==> src/rtl/subset_cfg_loader_if.sv <==
// Byte-stream handshake carrying configuration packets into the loader.
// A byte transfers on a rising edge where in_valid and in_ready are both high.
interface subset_cfg_loader_if;
    logic [7:0] in_data;
    logic       in_valid;
    logic       in_ready;

    modport master (output in_data, output in_valid, input in_ready);
    modport slave  (input in_data, input in_valid, output in_ready);
endinterface

==> src/rtl/subset_cfg_loader.sv <==
// Receives framed 8-byte circle configuration packets, validates them and
// commits centres, squared radii and mode to the evaluator bus in one edge.
module subset_cfg_loader #(
    parameter logic [7:0] HEADER  = 8'hA5,
    parameter int         TIMEOUT = 1000
) (
    input  logic                clk,
    input  logic                rst_n,
    subset_cfg_loader_if.slave  in_bus,
    output logic [23:0]         central,
    output logic [23:0]         radius_square,
    output logic [1:0]          mode,
    output logic                cfg_valid,
    output logic                update,
    output logic                err,
    output logic                busy,
    output logic [1:0]          fsm_state
);
    localparam int TW = (TIMEOUT > 2) ? $clog2(TIMEOUT) : 1;
    localparam logic [TW-1:0] T_LAST = TW'(TIMEOUT - 1);

    typedef enum logic [1:0] {IDLE = 2'd0, RECV = 2'd1, COMMIT = 2'd2} state_t;

    state_t        state;
    logic [2:0]    count;
    logic [TW-1:0] tcnt;
    logic [1:0]    mode_sh;
    logic [23:0]   cen_sh;
    logic [11:0]   rad_sh;
    logic          xfer;
    logic          bad_byte;

    function automatic logic [7:0] sq(input logic [3:0] r);
        return {4'b0, r} * {4'b0, r};
    endfunction

    assign xfer      = in_bus.in_valid & in_bus.in_ready;
    assign fsm_state = state;

    // count indexes the payload: 0 is the mode byte, 4..6 are the radii.
    always_comb begin
        bad_byte = 1'b0;
        if (count == 3'd0)
            bad_byte = (in_bus.in_data[7:2] != 6'd0);
        else if (count >= 3'd4)
            bad_byte = (in_bus.in_data[7:4] != 4'd0);
    end

    always_ff @(posedge clk or negedge rst_n) begin
        if (!rst_n) begin
            state           <= IDLE;
            count           <= '0;
            tcnt            <= '0;
            mode_sh         <= '0;
            cen_sh          <= '0;
            rad_sh          <= '0;
            central         <= '0;
            radius_square   <= '0;
            mode            <= '0;
            cfg_valid       <= 1'b0;
            update          <= 1'b0;
            err             <= 1'b0;
            busy            <= 1'b0;
            in_bus.in_ready <= 1'b0;
        end else begin
            update          <= 1'b0;
            err             <= 1'b0;
            in_bus.in_ready <= 1'b1;
            case (state)
                IDLE: begin
                    if (xfer && in_bus.in_data == HEADER) begin
                        state <= RECV;
                        busy  <= 1'b1;
                        count <= '0;
                        tcnt  <= '0;
                    end
                end
                RECV: begin
                    if (xfer) begin
                        tcnt  <= '0;
                        count <= count + 3'd1;
                        if (bad_byte) begin
                            err   <= 1'b1;
                            state <= IDLE;
                            busy  <= 1'b0;
                        end else begin
                            case (count)
                                3'd0:    mode_sh        <= in_bus.in_data[1:0];
                                3'd1:    cen_sh[23:16]  <= in_bus.in_data;
                                3'd2:    cen_sh[15:8]   <= in_bus.in_data;
                                3'd3:    cen_sh[7:0]    <= in_bus.in_data;
                                3'd4:    rad_sh[11:8]   <= in_bus.in_data[3:0];
                                3'd5:    rad_sh[7:4]    <= in_bus.in_data[3:0];
                                default: rad_sh[3:0]    <= in_bus.in_data[3:0];
                            endcase
                            if (count == 3'd6) begin
                                state           <= COMMIT;
                                in_bus.in_ready <= 1'b0;
                            end
                        end
                    end else if (tcnt == T_LAST) begin
                        err   <= 1'b1;
                        state <= IDLE;
                        busy  <= 1'b0;
                    end else begin
                        tcnt <= tcnt + 1'b1;
                    end
                end
                COMMIT: begin
                    central       <= cen_sh;
                    radius_square <= {sq(rad_sh[11:8]), sq(rad_sh[7:4]), sq(rad_sh[3:0])};
                    mode          <= mode_sh;
                    update        <= 1'b1;
                    cfg_valid     <= 1'b1;
                    busy          <= 1'b0;
                    state         <= IDLE;
                end
                default: begin
                    state <= IDLE;
                    busy  <= 1'b0;
                end
            endcase
        end
    end
endmodule
==> src/flat_wrapper.sv <==
// flat-port wrapper written by rule: the top's interface ports become plain ports
module subset_cfg_loader_flat 
#(
    parameter logic [7:0] HEADER  = 8'hA5,
    parameter int         TIMEOUT = 1000
)
  (clk, rst_n, central, radius_square, mode, cfg_valid, update, err, busy, fsm_state, in_bus_in_data, in_bus_in_valid, in_bus_in_ready);
  subset_cfg_loader_if in_bus_i ();
  input  logic clk;
  input  logic rst_n;
  output logic [23:0] central;
  output logic [23:0] radius_square;
  output logic [1:0] mode;
  output logic cfg_valid;
  output logic update;
  output logic err;
  output logic busy;
  output logic [1:0] fsm_state;
  input wire logic [$bits(in_bus_i.in_data)-1:0] in_bus_in_data;
  input wire logic [$bits(in_bus_i.in_valid)-1:0] in_bus_in_valid;
  output wire logic [$bits(in_bus_i.in_ready)-1:0] in_bus_in_ready;
  assign in_bus_i.in_data = in_bus_in_data;
  assign in_bus_i.in_valid = in_bus_in_valid;
  assign in_bus_in_ready = in_bus_i.in_ready;
  subset_cfg_loader #(.HEADER(HEADER), .TIMEOUT(TIMEOUT)) u_core (.clk(clk), .rst_n(rst_n), .in_bus(in_bus_i), .central(central), .radius_square(radius_square), .mode(mode), .cfg_valid(cfg_valid), .update(update), .err(err), .busy(busy), .fsm_state(fsm_state));
endmodule
==> config.mk <==
export PLATFORM = sky130hd
export DESIGN_NAME = subset_cfg_loader_flat
export DESIGN_NICKNAME = d
export VERILOG_FILES = /design/src/rtl/subset_cfg_loader_if.sv /design/src/rtl/subset_cfg_loader.sv /design/src/flat_wrapper.sv
export SDC_FILE = /design/constraint.sdc
export NUM_CORES = 1
export LEC_CHECK = 0
export CORE_UTILIZATION = 49
export DETAILED_ROUTE_END_ITERATION = 6
export PLACE_DENSITY = 0.83
export REMOVE_ABC_BUFFERS = 1
export SLEW_MARGIN = 20
export SYNTH_ARGS = -nofsm -noshare
export SYNTH_HDL_FRONTEND = slang
export SYNTH_SLANG_ARGS = --single-unit
==> constraint.sdc <==
create_clock -name clk -period 2 [get_ports clk]
set_input_delay 0.2 -clock clk [delete_from_list [all_inputs] [get_ports clk]]
set_output_delay 0.2 -clock clk [all_outputs]
set_load 0.01 [all_outputs]
**Zoomed window**

Window x 39 to 64, y 39 to 64 µm. Cells in gray, sequential cells in the stronger gray; small squares are vias.
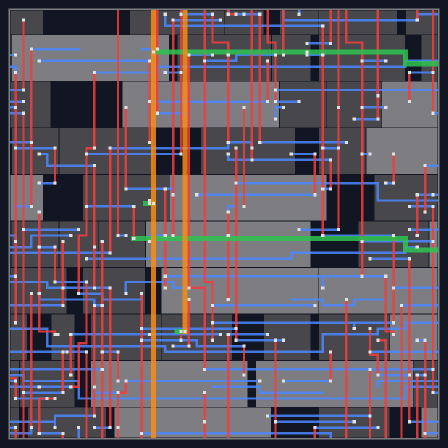
Key: orange = metal 4; red = metal 2; green = metal 3; blue = metal 1
Most frequent: buf_4 (8), dfrtp_1 (8), mux2_2 (6). 40 logic cells have their middle in the window. Netlist names of flops here include u_core.rad_sh (4), u_core.cen_sh (3), u_core.mode_sh (2). Sequential cells in the window: 9.

==> impl_metrics.tcl <==
# yosys + openroad results
set metrics [dict create \
    status "finished with violations" \
    failed_checks "setup timing" \
    antenna_found_initial 0 \
    grtUsageTotal 0.222 \
    path_clk_slew_ns 0.09 \
    wire_per_inst_um 15.2 \
    setup_ws_ns -0.00809 \
    slew_headroom 0.640 \
    grt_util_met3 0.0451 \
    crit_cells 5 \
    critical_path_class "flop to flop" \
    grt_pass1_vias 3754 \
    cts_root_buffer "clkbuf_8" \
    critPathLaunch "u_core.count[1]" \
    use_met2 0.387 \
    power_frac_clock 0.250 \
    area_leaders "dfrtp_1 54%, nand2_1 9.4%, mux2_2 8.9%" \
    chipArea_um2 10400 \
    coreArea_um2 9730 \
    met3_wirelength_um 388 \
    clk_share 0.0292 \
    finalClockPeriodUsage 1.00 \
    adder_share 0.0464 \
    routed-wl-met2_um 5390 \
    comb_cells 327 \
    drtPass1Iterations 4 \
    ys_cells 459 \
    crit_buf_inv 0 \
    taps 133 \
    cts_tree "yes" \
    busiest_layer "met2" \
    layout.cells.non_filler 702 \
    drive_gt1_frac 0.218 \
    pg_comb_mw 1.21 \
    drt-initial-drc-count 209 \
    layout.area.comb_um2 2210 \
    n_all_inverters 12 \
    reg2reg_setup_slack_ns -0.008 \
    setup_viol 4 \
    grt_max_degree 106 \
    top_layer "met4" \
    min_period_ns 2.01 \
    antenna_cells 0 \
    fp.dieH_um 102 \
    finish.instance_area_um2 6250 \
    yosysWarningCount 0 \
    reg_top3 "u_core.cen_sh: 24 flops, u_core.central: 24 flops, u_core.radius_square: 21 flops" \
]
**Where the registers sit**

Drawn at 4 px/µm.
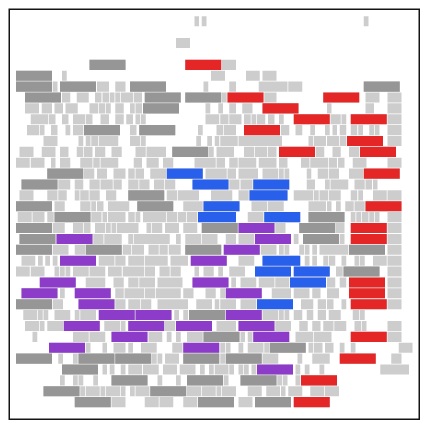
Key: blue = u_core.rad_sh [sequential cells 12]; red = u_core.radius_square [sequential cells 21]; purple = u_core.cen_sh [sequential cells 24]
Register Area: 2630 µm²
sequential share of cell area: 0.421
fin util: 0.642
Seq power: 2.58 mW

No activity file was given, so power comes from the tool's default toggle rates.
